### PDN straps and rails

Scale bar: 20 um. Pins as bars on the die edge.
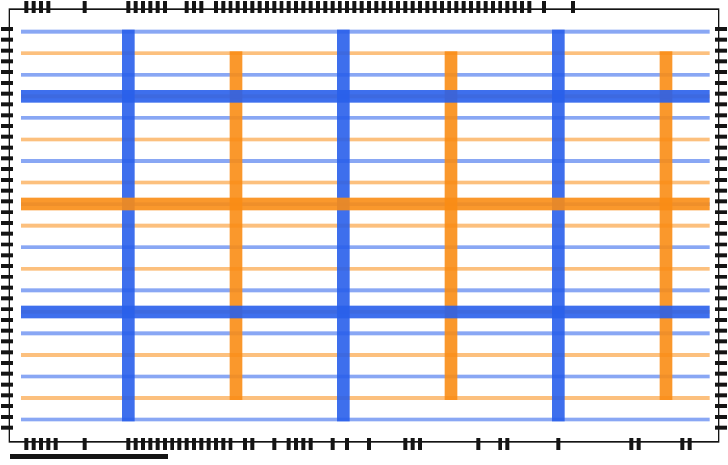
### Placed cells, one colour a class

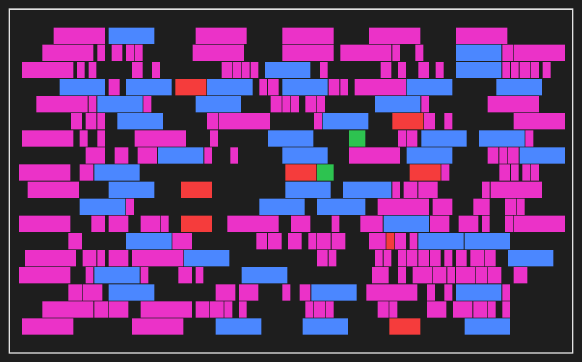
$ cat src/rtl/fifo_rr_arbiter.sv
// fifo_rr_arbiter: round-robin reader of four FIFO channels into a single registered output word.
// Define FIFO_ARB_BURST_EN to let one grant move up to BURST_LEN consecutive words.
module fifo_rr_arbiter #(
   parameter int DWIDTH    = 32,
   parameter int BURST_LEN = 4
) (
   input  logic              clk,
   input  logic              rst,
   output logic [3:0]        req_in,
   input  logic [3:0]        ack_in,
   input  logic [DWIDTH-1:0] data_in0,
   input  logic [DWIDTH-1:0] data_in1,
   input  logic [DWIDTH-1:0] data_in2,
   input  logic [DWIDTH-1:0] data_in3,
   input  logic [3:0]        fifo_empty,
   output logic              req_out,
   input  logic              ack_out,
   output logic [DWIDTH-1:0] data_out,
   output logic [1:0]        grant
);

   typedef enum logic [1:0] {IDLE, FETCH, SEND} state_t;

   state_t            state_q, state_d;
   logic [3:0]        req_in_q, req_in_d;
   logic              req_out_q, req_out_d;
   logic [DWIDTH-1:0] data_out_q, data_out_d;
   logic [1:0]        grant_q, grant_d;
   logic [1:0]        last_q, last_d;

   logic [DWIDTH-1:0] data_arr [4];
   logic [DWIDTH-1:0] data_sel;
   logic              sel_found;
   logic [1:0]        sel_idx;
   logic [1:0]        cand;

`ifdef FIFO_ARB_BURST_EN
   localparam int CW = $clog2(BURST_LEN + 1);
   localparam logic [CW-1:0] BURST_MAX = CW'(BURST_LEN - 1);

   logic [CW-1:0] burst_cnt_q, burst_cnt_d;
   logic          burst_go;

   // Stay on the same channel only while it still has data and the burst is not used up.
   assign burst_go = (burst_cnt_q < BURST_MAX) && !fifo_empty[grant_q];
`endif

   assign data_arr[0] = data_in0;
   assign data_arr[1] = data_in1;
   assign data_arr[2] = data_in2;
   assign data_arr[3] = data_in3;
   assign data_sel    = data_arr[grant_q];

   // Scan starts one past the last served channel, so every channel waits at most 4 grants.
   always_comb begin
      sel_found = 1'b0;
      sel_idx   = 2'd0;
      cand      = 2'd0;
      for (int k = 1; k <= 4; k++) begin
         cand = last_q + 2'(k);
         if (!sel_found && !fifo_empty[cand]) begin
            sel_found = 1'b1;
            sel_idx   = cand;
         end
      end
   end

   always_ff @(posedge clk) begin
      if (rst) begin
         state_q <= IDLE;
      end else begin
         state_q <= state_d;
      end
   end

   always_comb begin
      state_d = state_q;
      case (state_q)
         IDLE: begin
            if (sel_found) state_d = FETCH;
         end
         FETCH: begin
            if (ack_in[grant_q])         state_d = SEND;
            else if (fifo_empty[grant_q]) state_d = IDLE;
         end
         SEND: begin
            if (ack_out) begin
`ifdef FIFO_ARB_BURST_EN
               state_d = burst_go ? FETCH : IDLE;
`else
               state_d = IDLE;
`endif
            end
         end
         default: state_d = IDLE;
      endcase
   end

   always_comb begin
      req_in_d   = req_in_q;
      req_out_d  = req_out_q;
      data_out_d = data_out_q;
      grant_d    = grant_q;
      last_d     = last_q;
`ifdef FIFO_ARB_BURST_EN
      burst_cnt_d = burst_cnt_q;
`endif
      case (state_q)
         IDLE: begin
            req_in_d = 4'b0000;
            if (sel_found) begin
               grant_d           = sel_idx;
               req_in_d[sel_idx] = 1'b1;
            end
         end
         FETCH: begin
            if (ack_in[grant_q]) begin
               data_out_d = data_sel;
               req_in_d   = 4'b0000;
               req_out_d  = 1'b1;
            end else if (fifo_empty[grant_q]) begin
               // Aborted fetch: last stays put so this channel keeps its turn.
               req_in_d = 4'b0000;
`ifdef FIFO_ARB_BURST_EN
               burst_cnt_d = '0;
`endif
            end
         end
         SEND: begin
            if (ack_out) begin
               req_out_d = 1'b0;
`ifdef FIFO_ARB_BURST_EN
               if (burst_go) begin
                  req_in_d[grant_q] = 1'b1;
                  burst_cnt_d       = burst_cnt_q + CW'(1);
               end else begin
                  last_d      = grant_q;
                  burst_cnt_d = '0;
               end
`else
               last_d = grant_q;
`endif
            end
         end
         default: begin
            req_in_d  = 4'b0000;
            req_out_d = 1'b0;
         end
      endcase
   end

   always_ff @(posedge clk) begin
      if (rst) begin
         req_in_q   <= 4'b0000;
         req_out_q  <= 1'b0;
         data_out_q <= '0;
         grant_q    <= 2'd0;
         last_q     <= 2'd3;
`ifdef FIFO_ARB_BURST_EN
         burst_cnt_q <= '0;
`endif
      end else begin
         req_in_q   <= req_in_d;
         req_out_q  <= req_out_d;
         data_out_q <= data_out_d;
         grant_q    <= grant_d;
         last_q     <= last_d;
`ifdef FIFO_ARB_BURST_EN
         burst_cnt_q <= burst_cnt_d;
`endif
      end
   end

   assign req_in   = req_in_q;
   assign req_out  = req_out_q;
   assign data_out = data_out_q;
   assign grant    = grant_q;

endmodule

$ cat config.mk
export PLATFORM = sky130hd
export DESIGN_NAME = fifo_rr_arbiter
export DESIGN_NICKNAME = d
export VERILOG_FILES = /design/src/rtl/fifo_rr_arbiter.sv
export SDC_FILE = /design/constraint.sdc
export NUM_CORES = 1
export LEC_CHECK = 0
export CORE_ASPECT_RATIO = 0.6
export CORE_UTILIZATION = 55
export CTS_CLUSTER_SIZE = 20
export DETAILED_ROUTE_END_ITERATION = 12
export DONT_BUFFER_PORTS = 1
export GPL_ROUTABILITY_DRIVEN = 0
export PLACE_DENSITY_LB_ADDON = 0.05
export SLEW_MARGIN = 25
export SYNTH_ARGS = -nofsm -noshare
export SYNTH_HDL_FRONTEND = slang
export SYNTH_SLANG_ARGS = --single-unit
$ cat constraint.sdc
create_clock -name clk -period 3.85 [get_ports clk]
set_input_delay 0.77 -clock clk [delete_from_list [all_inputs] [get_ports clk]]
set_output_delay 0.77 -clock clk [all_outputs]
set_load 0.03 [all_outputs]
==> run notes <==
Physical implementation status

The flow ran to the end, and the final reports show no timing, DRC or antenna violations. The depth of the critical timing path with buffers and inverters included stands at 5. The number of nets in the layout stands at 374.

The last timing report of the flow puts the setup violation total at 0. met2 is the most crowded layer. The number of design-rule violations left by the first detailed-router iteration stands at 83. The timing report attributes the biggest portion of critical-path delay to buffers and inverters. The global routing report lists met2 layer usage as 0.433. The global-route wire length before repair stands at 8850 um. The final antenna-violating net count stands at 0. The share of synthesized area occupied by flip-flops and latches stands at 0.342. The portion of the layout cell area used by clock cells stands at 0.0388.

In the Yosys stats the netlist draws on 30 distinct library cells. Counting I/O delays and the setup requirement, the final critical path takes 2.36 ns. The total combinational power stands at 248 uW. Of the total synthesized cell area, the portion taken by XOR and XNOR cells is 0. For the worst reg-to-reg path, the startpoint reported by OpenROAD is grant[0]$_SDFFE_PP0P_. The most critical min-delay path falls under in2reg. The script computed a power per unit cell area of 442 nW/um^2. Hold analysis lists the worst path endpoint as data_out[26]$_SDFFE_PP0P_.

Per STA, the endpoint of the critical path is req_in[1]$_SDFFE_PP0P_. The area of the multi-input gates stands at 1510 sq um. In this run the power spent charging and discharging nets is 364 uW. The number of H-tree branching levels stands at 2. TritonCTS built the clock tree. Detailed routing inserted a total of 1912 vias. The number of I/O port buffers stands at 0.

The final hold violation count recorded for this run is 0. Of the post-synthesis cell area, the dominant cell type holds 0.342. The synthesis area per yosys stands at 2520 sq um. The post-synthesis register bit count stands at 43. According to the timing report, the data required time at the worst endpoint equals 4.02 ns.

By count the netlist is led by sky130_fd_sc_hd__nand2_1 (60), sky130_fd_sc_hd__dfxtp_1 (43), sky130_fd_sc_hd__mux4_2 (34), sky130_fd_sc_hd__a21oi_1 (29), sky130_fd_sc_hd__nand2_2 (11). The run reported a max-capacitance violation count of 0. Per the Yosys statistics, synthesis produced 246 cells. Among all stages on the critical path, the maximum delay recorded is 0.58 ns. The detailed placer's ending HPWL stands at 4820 um. The internal power of the cells totals 778 uW.

Per STA, the worst path is made up of buf_4 -> inv_1 -> mux4_2 -> a21oi_1 -> o32ai_1. The filler-free cell count of the finished design stands at 296. The area added between synthesis and finish stands at 2.53%.

After synthesis, the cell types taking the most area are sky130_fd_sc_hd__dfxtp_1 (34%), sky130_fd_sc_hd__mux4_2 (30%), sky130_fd_sc_hd__nand2_1 (8.9%). The count of sequential standard cells stands at 43. The number of buffers created by CTS stands at 5. Per the final layout report, the fraction of cells sized above drive strength 1 comes to 0.288. Looking at hold timing, the worst path starts from rst.

The minimum setup slack among reg-to-reg paths stands at 1.49 ns. The maximum operating frequency stands at 424 MHz. The post-synthesis cell area stands at 2520 sq um. Per the post-synthesis report, the number of cells in the design is 246. The number of clock buffers in the layout stands at 8. The smallest setup slack after layout stands at 1.49 ns. By instance count, the leading cell after synthesis is sky130_fd_sc_hd__nand2_1. The count of cells along the worst hold path stands at 1.

The design received a total of 60 well taps at floorplan. Per the detail_route log, the uppermost layer with routed signals is met4. The pin closest to its max-slew limit shows a slew of 0.635 ns. By instance count after routing, the leading logic cell types are sky130_fd_sc_hd__nand2_1 (60), sky130_fd_sc_hd__dfxtp_1 (41), sky130_fd_sc_hd__mux4_2 (34).

Among all stages on the critical path, the largest delay is contributed by sky130_fd_sc_hd__dfxtp_2. The sequential power reported by the tool is 582 uW. The headroom to the max-slew limit stands at 0.575. The pre-placement core utilization stands at 0.592. The floorplan step defined a die boundary enclosing 4860 sq um. STA lists the endpoint of the worst register-to-register path as req_in[1]$_SDFFE_PP0P_. Setup repair after global routing left no endpoint under its margin. The biggest slice of the total power is consumed by sequential cells.

The met1 wire length stands at 2330 um. Tracing the worst setup path back leads to its startpoint at grant[0]$_SDFFE_PP0P_. The number of enable-type register cells in the synthesized netlist stands at 0. The average detailed-routed wire length per instance stands at 21.2 um. The area taken by flip-flops and latches stands at 863 sq um.

The count of synthesis-stage warnings from yosys stands at 0.
## Picture notes: 'PDN straps and rails'
Key: VDD = orange; VSS = blue
19 met1 rails follow the rows. The core has 18 rows. 6 straps on met4. 178 signal pins sit on the boundary. 3 straps on met5.
width of the chip: 89.4 um
die boundary height: 54.4 um
floorplan core area: 4260 sq um
maximum resistive drop on vdd: 0.197 mV

## Picture notes: 'Placed cells, one colour a class'
Key: clock drivers and dummy loads = red [cells 8]; remaining logic cells = magenta [cells 183]; sequential cells = blue [cells 43]; remaining buffers and delay cells = green [cells 2]
sequential portion of the cell area: 0.334
Design Area, Final: 2580 sq um
fraction of the core area covered by cells at the end of the flow: 0.607

No activity file was given, so power comes from the tool's default toggle rates.
